## src/rtl/bcd_to_binary.sv

```systemverilog
// Three-digit BCD to binary converter using reverse double-dabble.
// One bit of binary result is produced per SHIFT cycle; result and flags are registered at FINISH.
module bcd_to_binary #(
    parameter int BCD_DIGITS = 3,
    parameter int NUM_BITS   = 32,
    parameter int ITER       = 10
) (
    input  logic                clk,
    input  logic                rst,
    input  logic                start,
    input  logic [3:0]          hundreds,
    input  logic [3:0]          tens,
    input  logic [3:0]          units,
    output logic [NUM_BITS-1:0] binary_out,
    output logic                busy,
    output logic                done,
    output logic                error
);

    localparam int WORK_W = 4 * BCD_DIGITS + ITER;
    localparam int CNT_W  = $clog2(ITER + 1);
    localparam logic [CNT_W-1:0] ITER_CNT = CNT_W'(ITER);

    typedef enum logic [1:0] {
        IDLE,
        SHIFT,
        FINISH
    } state_t;

    state_t            state, state_next;
    logic [WORK_W-1:0] work, work_next, work_step;
    logic [CNT_W-1:0]  count, count_next;
    logic              err_flag, err_flag_next;
    logic              digits_bad;

    assign digits_bad = (hundreds > 4'd9) || (tens > 4'd9) || (units > 4'd9);
    assign busy       = (state != IDLE);

    // One reverse double-dabble step: shift right, then correct every BCD field that reached 8 or more.
    always_comb begin
        work_step = work >> 1;
        for (int d = 0; d < BCD_DIGITS; d++) begin
            if (work_step[ITER + 4*d +: 4] >= 4'd8) begin
                work_step[ITER + 4*d +: 4] = work_step[ITER + 4*d +: 4] - 4'd3;
            end
        end
    end

    always_comb begin
        state_next    = state;
        work_next     = work;
        count_next    = count;
        err_flag_next = err_flag;
        case (state)
            IDLE: begin
                if (start) begin
                    if (digits_bad) begin
                        err_flag_next = 1'b1;
                        work_next     = '0;
                        count_next    = '0;
                        state_next    = FINISH;
                    end else begin
                        err_flag_next = 1'b0;
                        work_next     = {hundreds, tens, units, {ITER{1'b0}}};
                        count_next    = ITER_CNT;
                        state_next    = SHIFT;
                    end
                end
            end
            SHIFT: begin
                work_next  = work_step;
                count_next = count - CNT_W'(1);
                if (count_next == '0) begin
                    state_next = FINISH;
                end
            end
            FINISH: begin
                state_next = IDLE;
            end
            default: begin
                state_next = IDLE;
            end
        endcase
    end

    // Outputs are captured on the edge that leaves FINISH and then held until the next conversion ends.
    always_ff @(posedge clk) begin
        if (rst) begin
            state      <= IDLE;
            work       <= '0;
            count      <= '0;
            err_flag   <= 1'b0;
            binary_out <= '0;
            done       <= 1'b0;
            error      <= 1'b0;
        end else begin
            state    <= state_next;
            work     <= work_next;
            count    <= count_next;
            err_flag <= err_flag_next;
            done     <= (state == FINISH);
            if (state == FINISH) begin
                binary_out <= err_flag ? '0 : {{(NUM_BITS-ITER){1'b0}}, work[ITER-1:0]};
                error      <= err_flag;
            end
        end
    end

endmodule
```

## config.mk

```make
export PLATFORM = sky130hd
export DESIGN_NAME = bcd_to_binary
export DESIGN_NICKNAME = d
export VERILOG_FILES = /design/src/rtl/bcd_to_binary.sv
export SDC_FILE = /design/constraint.sdc
export NUM_CORES = 1
export LEC_CHECK = 0
export ABC_CLOCK_PERIOD_IN_PS = 1800
export CORE_UTILIZATION = 49
export CTS_CLUSTER_SIZE = 24
export DETAILED_ROUTE_END_ITERATION = 8
export GPL_TIMING_DRIVEN = 0
export PLACE_DENSITY_LB_ADDON = 0.1
export REMOVE_ABC_BUFFERS = 1
export SLEW_MARGIN = 20
export SYNTH_ARGS = -nofsm -noshare
export SYNTH_HDL_FRONTEND = slang
export SYNTH_SLANG_ARGS = --single-unit
```

## constraint.sdc

```tcl
create_clock -name clk -period 1.8 [get_ports clk]
set_input_delay 0.18 -clock clk [delete_from_list [all_inputs] [get_ports clk]]
set_output_delay 0.18 -clock clk [all_outputs]
set_load 0.02 [all_outputs]
```

layer_met1.png
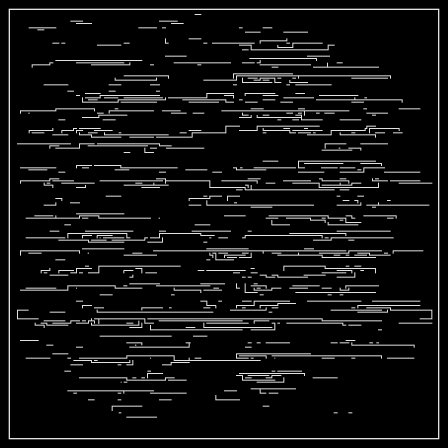
The layer carries 1920 um of wire. The longest straight run is 29.9 um. The wires run mostly horizontal. 227 nets have wire on it.
met1 Track Usage GR: 0.232
final WL: 4010 um

layer_met2.png
The bar under the picture is 20 um long.
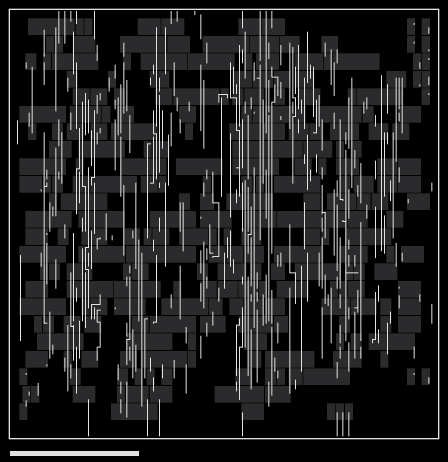
The layer carries 1880 um of wire. The longest straight run is 32.0 um.

==> flow report <==
===========================================================================================
Depth of the CTS H-tree                                                                   2
Fraction of area in registers                                                         0.339
Endpoint of the worst hold-timing path                                         binary_out[1]$_SDFFE_PP0P_
Synthesized registers                                                                    41
Fraction of the cycle the final worst path needs                                      0.947
Vias in the first global route                                                         1447
Startpoint type of the worst setup path                                           flip-flop
Number of stages on the worst hold path                                                   2
Detailed-route vias per instance                                                       5.17
Critical path depth in cells                                                              2
Global placement routability congestion                                               0.752
Top-count cell post-synth                                                           dfxtp_1
Sequential logic power                                                              1.06 mW
Internal Pwr Total                                                                  1.79 mW
Total cell area reported by yosys after synthesis                                2040 sq um
Vias after detailed routing                                                            1587
Flip-flop and latch count                                                                41
Top cell class by occupied area                                                combinational gates
Worst-path cell chain                                                          or2_1 -> clkdlybuf4s50_1
Final-layout non-clock buffer area share                                              0.138
Total Neg Setup Slack                                                                  0 ns
Port Buffer Count                                                                        27
Global Route Usage Sum                                                                0.199
Clk pin slew, worst setup/hold paths                                                0.09 ns
Count of final hold-check violations                                                      0
Endpoint required time on the critical path                                         1.62 ns
Worst max-slew margin expressed relative to the limit                                 0.468
First element of the critical path                                             state[0]$_SDFFE_PP0P_
Fmax                                                                                587 MHz
Post-route design area                                                           2430 sq um
Minimum clock period after layout                                                   1.70 ns
Number of antenna violations at the first check in global routing                         0
Post-CTS setup repair buffer count                                                        5
Reg-to-reg endpoint                                                            work[16]$_SDFFE_PP0P_
Most common reg cell                                                                dfxtp_1
Netlist area before placement                                                    2040 sq um
Total cell area at the placement stage                                           2240 sq um
Buffers, non-clock                                                                       34
Number of design-rule violations left by the first detailed-router iteration             67
Global-route wire length before repair                                              6560 um
Hold wc startpoint                                                                      rst
Clock network power consumption                                                    0.902 mW
CTS sink cnt                                                                             41
RSZ-0062 raised after global routing                                                     no
GRT Max-Usage Layer                                                                    met2
Insertion Delay late pin                                                            0.30 ns
Area share of fa/ha/maj cells after synthesis                                        0.0368
Count of distinct cell types in the synthesized netlist                                  39
WP data arrival                                                                     1.52 ns
Biggest registers after layout                                                 work (22), binary_out (10), count (4)
Setup slack of the worst register-to-register path                                  0.12 ns
Pin count of the biggest net entering global routing                                     33
Portion of total power attributed to the clock network                                0.350
Total length of routed met2 wires                                                   1880 um
Cell row count                                                                           23
Ports placed on the boundary                                                             50
Cell with the largest stage delay on the worst path                            clkdlybuf4s50_1
Total of fill cells in the finished design                                              385
Post-synth top area share                                                             0.402
Fraction of final layout cells sized beyond drive strength 1                          0.125
Mean cell area of the mapped netlist                                             8.83 sq um
Final Util                                                                            0.607
Final Net Count                                                                         277
Invs w/o clock                                                                            7
Most frequent standard cell in the layout excluding fill and tap cells              dfxtp_1
Residual antenna-violating net count after detailed routing                               0
Worst setup path category                                                      flip-flop to output pin
Maximum buffer depth of the clock tree                                                    2
Critical path's largest stage delay                                                 0.62 ns
Combinational group share of total power                                              0.238
Post-synth top cells                                                           dfxtp_1, nor2_1, buf_4
Crit path to                                                                           busy
Max Clock Skew                                                                   0.00927 ns
Instance count of the mapped netlist                                                    231
Number of hold buffers added after CTS                                                    0
Worst hold slack across all endpoints                                              0.193 ns
Clock buffer and inverter area fraction after layout                                 0.0567
X dimension of the die                                                              66.5 um
Sequential cell area                                                              823 sq um
DR top layer                                                                           met4
Total placed cells including tap cells                                                  294
Yosys stat cell total                                                                   231
HP Class                                                                       primary input to flip-flop
Worst reg2reg path startpoint                                                  state[0]$_SDFFE_PP0P_
DP Wirelength                                                                       2690 um
DRC violations left                                                                       0
Top logic cell family in the synthesized netlist                               AND-OR/OR-AND gates
Share of synthesized cell area in and-or and or-and compound cells                    0.215
Chip footprint                                                                   4420 sq um
Buffering stage count on the worst path with inverters included                           1
Worst Max-Slew Pin Slew                                                            0.797 ns
Flip-flops with a built-in enable                                                         0
Stage-log warning count                                                                  30
Area delta synth->final                                                               19.0%
GRT Residual Overflow                                                                     0
Status                                                                            completed
Mux share of post-synthesis cell area                                               0.00982
Number of maximum-capacitance constraint violations                                       0
Chip Height                                                                         66.5 um
GR met2 Demand/Resource                                                               0.348
Simple-gate portion of the synthesized area                                           0.182
Worst path setup slack after routing                                              0.0957 ns
Multi-input combinational gate total                                                    167
Final setup violation count                                                               0
Sequential Power Share                                                                0.413
Placement Setup Slack                                                             -0.406 ns
Post-Layout Cell Count                                                                  307
Xor and xnor area share after synthesis                                              0.0215
Register ranked first by flip-flop count                                               work
Number of flip-flops under the largest register name                                     22
Maximum net fanout on the critical path                                                   9
Area of the multi-input gates                                                    1040 sq um
Crit path max-delay family                                                     buffers and inverters
Initial standard-cell utilization of the core                                         0.510
Number of buffers created by CTS                                                          5
Logic share of the area                                                               0.430
Drt wl/cell                                                                         13.1 um
Number of cells on the worst reg-to-reg path                                              5
Fraction of the yosys area taken by sequential cells                                  0.402
Post-CTS resize count                                                                     3
Yosys warnings                                                                            0
Routed length on met1                                                               1920 um
Cell accounting for the most synthesized area                                       dfxtp_1
Cell at the root of the clock tree                                                 clkbuf_8
Count of final max-slew check failures                                                    0
Static Leak                                                                        0.914 nW
Top Consumer                                                                      registers
Most common logic cells in the final layout                                    dfxtp_1, nor2_1, clkdlybuf4s50_1
Total net switching power                                                          0.790 mW
Number of tap cells added at floorplan                                                   50
===========================================================================================
Power and IR drop assume default switching activity.
